run_1/cell_classes.png
Scale: 4 px per um. Fill, decap, tap and diode cells in grey.
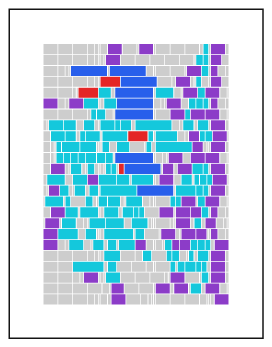
run_1/met3.png
Scale: 6 px per um.
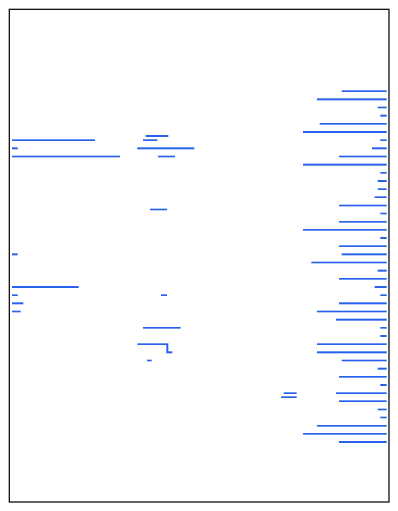
run_1/drive_strength.png
Scale: 4 px per um.
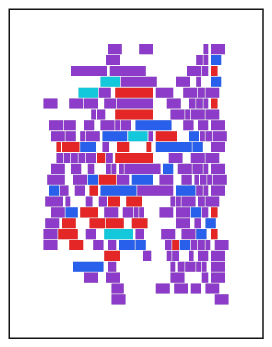
run_1/gate_families.png
Scale: 4 px per um.
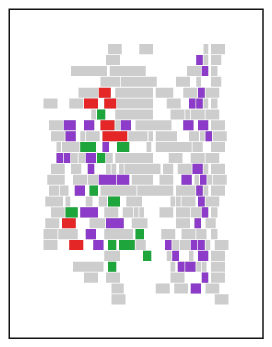
File: config.mk
export PLATFORM = sky130hd
export DESIGN_NAME = mux_rr_arbiter
export DESIGN_NICKNAME = d
export VERILOG_FILES = /design/src/rtl/mux_arb_pkg.sv /design/src/rtl/mux_nto1.sv /design/src/rtl/mux_rr_arbiter.sv
export SDC_FILE = /design/constraint.sdc
export NUM_CORES = 1
export LEC_CHECK = 0
export CAP_MARGIN = 10
export CORE_ASPECT_RATIO = 1.4
export CORE_MARGIN = 8
export CORE_UTILIZATION = 35
export DETAILED_ROUTE_END_ITERATION = 7
export GPL_ROUTABILITY_DRIVEN = 0
export GPL_TIMING_DRIVEN = 0
export PLACE_DENSITY = 0.77
export REMOVE_ABC_BUFFERS = 1
export SYNTH_ARGS = -nofsm -noshare
export SYNTH_HDL_FRONTEND = slang
export SYNTH_SLANG_ARGS = --single-unit
export TNS_END_PERCENT = 10
File: constraint.sdc
create_clock -name clk -period 2.75 [get_ports clk]
set_input_delay 0.6875 -clock clk [delete_from_list [all_inputs] [get_ports clk]]
set_output_delay 0.6875 -clock clk [all_outputs]
set_load 0.05 [all_outputs]
File: src/rtl/mux_arb_pkg.sv
// Shared types and the round-robin search helper for the mux arbiter.
// rr_pick works on a fixed maximum width so one function serves any N up to MAX_N.
package mux_arb_pkg;

  typedef enum logic {
    IDLE = 1'b0,
    BUSY = 1'b1
  } state_t;

  localparam int MAX_N  = 32;
  localparam int MAX_SW = 5;

  typedef struct packed {
    logic              found;
    logic [MAX_SW-1:0] idx;
  } pick_t;

  // First set bit of req[n-1:0], scanning ptr, ptr+1, ... with wrap-around at n.
  function automatic pick_t rr_pick(input logic [MAX_N-1:0] req,
                                    input int unsigned      ptr,
                                    input int unsigned      n);
    pick_t       p;
    int unsigned i;
    p = '0;
    for (int unsigned k = 0; k < MAX_N; k++) begin
      if (k < n) begin
        i = ptr + k;
        if (i >= n) i = i - n;
        if (!p.found && req[i[MAX_SW-1:0]]) begin
          p.found = 1'b1;
          p.idx   = i[MAX_SW-1:0];
        end
      end
    end
    return p;
  endfunction

endpackage

File: src/rtl/mux_nto1.sv
// Purely combinational N-way word multiplexer; an out-of-range select yields zero.
module mux_nto1 #(
  parameter  int N  = 4,
  parameter  int DW = 8,
  localparam int SW = $clog2(N)
) (
  input  logic [N*DW-1:0] i_data,
  input  logic [SW-1:0]   i_sel,
  output logic [DW-1:0]   o_data
);

  always_comb begin
    o_data = '0;
    for (int k = 0; k < N; k++) begin
      if (i_sel == SW'(k)) o_data = i_data[k*DW +: DW];
    end
  end

endmodule

File: src/rtl/mux_rr_arbiter.sv
// Round-robin arbiter driving a shared N-way mux onto one valid/ready port.
// Optional burst lock: define MUX_ARB_LOCK_EN to add the lock input.
module mux_rr_arbiter
  import mux_arb_pkg::*;
#(
  parameter  int N  = 4,
  parameter  int DW = 8,
  localparam int SW = $clog2(N)
) (
  input  logic            clk,
  input  logic            rst_n,
  input  logic [N-1:0]    req,
  input  logic [N*DW-1:0] in_data,
  output logic            out_valid,
  input  logic            out_ready,
`ifdef MUX_ARB_LOCK_EN
  input  logic [N-1:0]    lock,
`endif
  output logic [DW-1:0]   out_data,
  output logic [SW-1:0]   out_sel,
  output logic [N-1:0]    gnt,
  output logic [N-1:0]    ack
);

  state_t          r_state, w_next_state;
  logic [N-1:0]    r_gnt, w_next_gnt;
  logic [SW-1:0]   r_sel, w_next_sel;
  logic [SW-1:0]   r_ptr, w_next_ptr;
  logic [SW-1:0]   w_ptr_inc;
  logic            w_hs;
  logic            w_keep;
  logic [MAX_N-1:0] w_scan_req;
  logic [SW-1:0]   w_scan_ptr;
  pick_t           w_pick;
  logic [SW-1:0]   w_pick_sel;
  logic [N-1:0]    w_pick_gnt;

  always_comb begin : arb_search
    w_hs       = (r_state == BUSY) && out_ready;
    w_ptr_inc  = (r_sel == SW'(N - 1)) ? '0 : r_sel + 1'b1;
`ifdef MUX_ARB_LOCK_EN
    w_keep     = lock[r_sel] & req[r_sel];
`else
    w_keep     = 1'b0;
`endif
    // In BUSY the search runs for the handshake: the winner is masked and the scan starts past it.
    w_scan_req = '0;
    if (r_state == IDLE) begin
      w_scan_req[N-1:0] = req;
      w_scan_ptr        = r_ptr;
    end else begin
      w_scan_req[N-1:0] = req & ~r_gnt;
      w_scan_ptr        = w_ptr_inc;
    end
    w_pick     = rr_pick(w_scan_req, 32'(w_scan_ptr), N);
    w_pick_sel = w_pick.idx[SW-1:0];
    w_pick_gnt = N'(1) << w_pick_sel;
  end

  always_ff @(posedge clk or negedge rst_n) begin : state_reg
    // NOTE: registers are written with non-blocking assignments so every flop samples pre-edge values.
    if (!rst_n) begin
      r_state <= IDLE;
      r_gnt   <= '0;
      r_sel   <= '0;
      r_ptr   <= '0;
    end else begin
      r_state <= w_next_state;
      r_gnt   <= w_next_gnt;
      r_sel   <= w_next_sel;
      r_ptr   <= w_next_ptr;
    end
  end

  always_comb begin : next_state_logic
    // NOTE: every signal in this block is defaulted first, so no branch can infer a latch.
    w_next_state = r_state;
    w_next_gnt   = r_gnt;
    w_next_sel   = r_sel;
    w_next_ptr   = r_ptr;
    unique case (r_state)
      IDLE: begin
        if (w_pick.found) begin
          w_next_state = BUSY;
          w_next_sel   = w_pick_sel;
          w_next_gnt   = w_pick_gnt;
        end
      end
      BUSY: begin
        // A locked burst keeps grant and pointer untouched across the handshake.
        if (w_hs && !w_keep) begin
          w_next_ptr = w_ptr_inc;
          if (w_pick.found) begin
            w_next_sel = w_pick_sel;
            w_next_gnt = w_pick_gnt;
          end else begin
            w_next_state = IDLE;
            w_next_gnt   = '0;
          end
        end
      end
      default: w_next_state = IDLE;
    endcase
  end

  always_comb begin : output_logic
    out_valid = (r_state == BUSY);
    gnt       = r_gnt;
    out_sel   = r_sel;
    ack       = w_hs ? r_gnt : '0;
  end

  mux_nto1 #(
    .N  (N),
    .DW (DW)
  ) u_mux (
    .i_data (in_data),
    .i_sel  (r_sel),
    .o_data (out_data)
  );

endmodule

==> flow_summary.json, run 1 <==
{
  "status": "finished clean",
  "insertion_delay_ns": 0.23,
  "crit_family": "multiplexers",
  "fin_crit_sh": 0.999,
  "dr.pass1.iters": 4,
  "io_buffers": 57,
  "grt_pass1_vias": 1289,
  "yosysTopAreaCellShare": 0.208,
  "endpoint_kind": "register",
  "chip_area_um2": 5160,
  "finalSetupViolations": 0,
  "met1_usage": 0.160,
  "combGateArea_um2": 896,
  "ys_sh_simple": 0.238,
  "tns_ns": 0,
  "ys_cells": 135,
  "ctsLongestPathBuffers": 2,
  "largest_area_cell": "dfrtp_1",
  "reg2reg_to": "gnt[0]",
  "antenna_left": 0,
  "power_mw": 2.69,
  "crit_chain": "inv_1, ha_4, mux2_4, ha_4, mux2_2, mux2i_1, o22ai_2, o21bai_1, mux2i_1, buf_4, a32o_1",
  "synth.logic.top_family": "AND-OR/OR-AND gates",
  "drv_cap": 0,
  "hold_viol": 0,
  "crit_type": "register to register",
  "vias": 1279,
  "grt_use_met2": 0.252,
  "drive_gt1_frac": 0.263,
  "async_flop_share": 1.00,
  "final_nets": 245,
  "grt_pass1_wl_um": 6160,
  "synth_warnings": 0,
  "antenna_found_initial": 0,
  "most_common_cell": "nor2_1",
  "synthToLayoutAreaGrowth_pct": 70.1,
  "syn_area_per_cell_um2": 8.04,
  "first_iter_violations": 59,
  "lay_top_cells": "45 x clkdlybuf4s50_1, 13 x nor2_1, 12 x buf_4",
  "busiest_layer": "met2",
  "flop_area_um2": 229,
  "tightest_slew_ns": 0.623,
  "slowest_delay_ns": 0.44,
  "hold_buffers": 0,
  "grt_setup_unrepaired": "yes",
  "rr_startpoint": "out_sel[1]",
  "holdCritStartpoint": "r_ptr[1]",
  "finalCriticalPeriod_ns": 2.75,
  "ys_top_cells_by_count": "13 x nor2_1, 11 x a21oi_1, 10 x nand2_1, 10 x o21ai_0, 9 x dfrtp_1",
  "cts_setup_buffers": 1,
  "yosysSeqAreaShare": 0.208,
  "ios": 58,
  "cts.clk_slew.worst_paths_ns": 0.04,
  "p_leak_nw": 0.773,
  "syn_inst": 135,
  "dpl-instance-area_um2": 1670,
  "cts_max_level": 1,
  "holdWs_ns": 0.536,
  "crit_arrival_ns": 2.91,
  "required_ns": 2.91,
  "log.warning_count": 33,
  "crit_path_max_fanout": 5
}
-- cell_classes.png (at the start) --
Cyan shows all other logic, cells 119. Purple shows other buffers and delay cells, cells 66. Blue shows flops, cells 9. Red shows clock drivers and dummy loads, cells 4.
post-layout util: 0.608
cell area after layout: 1850 um^2
# rows: 24
core footprint: 3030 um^2

-- met3.png (at the start) --
The layer holds 8.8% of the routed length. The wires run mostly horizontal. 59 nets have wire on it. The longest straight run is 17.7 um. The layer carries 347 um of wire.

-- drive_strength.png (at the start) --
Purple shows drive 1 or less, cells 146, share 74%, most used clkdlybuf4s50_1. Cyan shows drive 6 and up, cells 4, share 2.0%, most used clkbuf_8. Red shows drive 2, cells 26, share 13%, most used buf_2. Blue shows drive 3 to 4, cells 22, share 11%, most used buf_4.

-- gate_families.png (at the start) --
Purple shows inverting AOI/OAI gates, cells 40. Red shows AND-OR and OR-AND gates, cells 7. Green shows AND and OR gates, cells 12.
most frequent logic cell in the layout: clkdlybuf4s50_1
non-filler instance count after layout: 237

run 1: stage by stage:
| step | worst slack [ns] | instances | utilization |
|---|---|---|---|
| floorplan | -0.678 | 128 | - |
| global placement | -0.527 | 224 | 0.550 |
| detailed placement | -0.623 | 224 | 0.550 |
| CTS | -0.188 | 229 | 0.569 |
| global route | -0.111 | 237 | 0.608 |
| finish | 0.00324 | 237 | 0.608 |
run 1: registers in the layout (all words and copies together), names as in the netlist:
| register | flops |
|---|---|
| gnt | 4 |
| out_sel | 2 |
| r_ptr | 2 |
| out_valid | 1 |
run 1: power breakdown:
part | switching (mW) | total, mW | leakage [nW] | internal (mW)
clock network | 0.0481 | 0.149 | 0.0228 | 0.101
logic | 1.31 | 2.26 | 0.644 | 0.944
registers | 0.0866 | 0.280 | 0.106 | 0.193
total | 1.45 | 2.69 | 0.773 | 1.24
run 1: how the worst max path moves through the flow:
| stage | from | end | slack, ns | depth (start not counted) |
|---|---|---|---|---|
| 4_1_cts | out_sel[0] | gnt[0] | -0.19 | 12 |
| 6_report | out_sel[1] | gnt[0] | 0.003 | 11 |
| 3_5_place_dp | out_sel[0] | gnt[0] | -0.62 | 11 |
| 5_1_grt | out_sel[1] | gnt[0] | -0.11 | 11 |
| 2_1_floorplan | out_sel[1] | out_data[0] | -0.68 | 7 |
| 3_3_place_gp | out_sel[0] | gnt[0] | -0.53 | 11 |
run 1: metal layers:
metal,vias up,share of wire,wire (um)
met1,583,0.42,1670
met4,0,0.029,114
met2,70,0.46,1830
met5,-,0,0
met3,8,0.087,346
li1,618,-,-
run 1: cell type report:
type | instances | area share
clock buffers | 4 | 0.0244
inverters | 6 | 0.0122
repair buffers | 66 | 0.327
multi-input cells | 113 | 0.485
flip-flops and latches | 9 | 0.124
well taps | 39 | 0.0264
==> run 1 -> run 2 <==
--- a/config.mk
+++ b/config.mk
@@ -17,4 +17,3 @@
 export SYNTH_ARGS = -nofsm -noshare
 export SYNTH_HDL_FRONTEND = slang
 export SYNTH_SLANG_ARGS = --single-unit
-export TNS_END_PERCENT = 10
==> constraint.sdc (replaced) <==
create_clock -name clk -period 2.2 [get_ports clk]
set_input_delay 0.55 -clock clk [delete_from_list [all_inputs] [get_ports clk]]
set_output_delay 0.55 -clock clk [all_outputs]
set_load 0.05 [all_outputs]
==> flow_summary.json, run 2 <==
{
  "holdWs_ns": 0.531,
  "rr_worst_depth": 11,
  "largest_area_cell": "dfrtp_1",
  "crit_start": "out_sel[0]",
  "hold_buffers": 0,
  "switchingPower_mw": 1.99,
  "fin_ws_ns": -0.538,
  "synthToLayoutAreaGrowth_pct": 87.1,
  "required_ns": 2.36,
  "grt_pass1_wl_um": 6730,
  "p_int_mw": 1.88,
  "final_cell_area_um2": 2030,
  "cts_max_level": 1,
  "finalWirelength_um": 4290,
  "start_kind": "register",
  "antenna_left": 0,
  "finalCriticalPeriod_ns": 2.74,
  "crit_chain": "ha_4, or3b_4, nand2_8, ha_4, mux2_4, mux2i_1, o22ai_2, o21bai_1, mux2i_1, buf_4, a32o_1",
  "fin_crit_sh": 1.24,
  "log.warning_count": 33,
  "yosysTopAreaCellShare": 0.208,
  "tightest_slew_ns": 0.593,
  "grt_pass1_vias": 1385,
  "cp.depth": 11,
  "crit_type": "register to register",
  "grt_setup_unrepaired": "yes",
  "seqPwrFrac": 0.091,
  "dr.pass1.iters": 4,
  "pwr-share-comb": 0.861,
  "holdCritStartpoint": "r_ptr[1]",
  "numSynthFlops": 9,
  "pre_cts_ws_ns": -1.17,
  "power_frac_clock": 0.048,
  "crit_family": "multiplexers",
  "antenna_found_initial": 0,
  "synth_warnings": 0,
  "ctsLongestPathBuffers": 2,
  "ios": 58,
  "violations": "negative setup slack",
  "slowest_delay_ns": 0.46,
  "vias": 1346,
  "syn_area_per_cell_um2": 8.04,
  "slew_headroom": 0.604,
  "endpoint_kind": "register",
  "chip_area_um2": 5160,
  "yosysSeqAreaShare": 0.208,
  "hold_viol": 0,
  "drive_gt1_frac": 0.361,
  "cts.clk_slew.worst_paths_ns": 0.04,
  "final_nets": 255,
  "lay_top_cells": "43 x clkdlybuf4s50_1, 17 x buf_4, 12 x nor2_1",
  "cts_setup_buffers": 13,
  "p_sw_frac": 0.513,
  "largest_register_ffs": 4,
  "core_area_um2": 3030,
  "numCtsBuffers": 3,
  "syn_inst": 135,
  "rr_startpoint": "out_sel[0]",
  "crit_arrival_ns": 2.90,
  "async_flop_share": 1.00,
  "insertion_delay_ns": 0.23,
  "ys_cells": 135,
  "row_count": 24,
  "final_core_util": 0.669,
  "crit_path_max_fanout": 6,
  "finalSetupViolations": 13,
  "p_leak_nw": 0.851,
  "first_iter_violations": 91,
  "most_common_cell": "nor2_1",
  "ys_top_cells_by_count": "13 x nor2_1, 11 x a21oi_1, 10 x nand2_1, 10 x o21ai_0, 9 x dfrtp_1",
  "dpl-instance-area_um2": 1670,
  "io_buffers": 57,
  "status": "finished with violations",
  "lay_top_count": "clkdlybuf4s50_1",
  "drv_cap": 0
}
run 2: path summary, 6_finish.rpt:
| path | end | slack (ns) |
|---|---|---|
| max in group asynchronous | out_sel[1] | 1.30 |
| min reg2reg | r_ptr[1] | 0.53 |
| min in group asynchronous | r_ptr[0] | 0.61 |
| max | gnt[0] | -0.54 |
| min | r_ptr[1] | 0.53 |
| max reg2reg | gnt[0] | -0.54 |
run 2: metrics by stage:
step           power (mW)  TNS, ns  std cells
2_1_floorplan        2.10   -14.26        128
3_3_place_gp         2.73   -15.09        224
3_5_place_dp         2.81   -16.08        224
4_1_cts              3.60    -3.50        241
5_1_grt              4.11    -5.87        247
6_report             3.87    -4.25        247
run 2: cell families (layout without fill, tap and decap cells):
logic type      Yosys count  after routing  share of synthesized area
simple gates             47             47                      0.238
fa+ha+maj                 9              9                     0.0992
flops                     9              9                      0.208
mux                      10             10                      0.101
buf+inv                  13             86                     0.0554
compound gates           47             47                      0.299
run 2: area by class of cell:
cell class,instances,area [um^2]
fill,251,1000
multi-input combinational,113,962
timing repair buffer,76,717
sequential,9,229
tap,39,48.8
clock buffer,4,45.0
inverter,6,27.5
run 2: power by group through the flow:
| stage | sequential, mW | combinational, mW | clock [mW] |
|---|---|---|---|
| 2_1_floorplan | 0.462 | 1.64 | 0 |
| 3_3_place_gp | 0.330 | 2.40 | 0 |
| 3_5_place_dp | 0.337 | 2.47 | 0 |
| 4_1_cts | 0.345 | 3.07 | 0.184 |
| 5_1_grt | 0.360 | 3.55 | 0.199 |
| 6_report | 0.354 | 3.33 | 0.184 |
run 2: metal layers:
layer,GRT usage,share of wire,vias to the layer above,wire length [um]
met5,0,0,-,0
met3,0.0518,0.096,12,411
met4,0.0595,0.030,0,127
met1,0.166,0.40,617,1710
met2,0.292,0.48,75,2040
li1,-,-,642,-
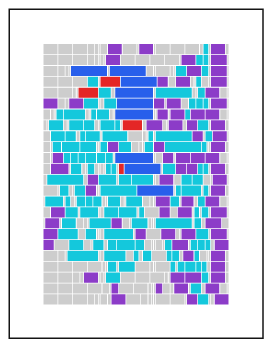
run_2/cell_classes.png
Scale: 4 px per um. Fill, decap, tap and diode cells in grey.
Red shows clock drivers and dummy loads, cells 4. Blue shows flops, cells 9. Purple shows other buffers and delay cells, cells 76. Cyan shows all other logic, cells 119.

No activity file was given, so power comes from the tool's default toggle rates.
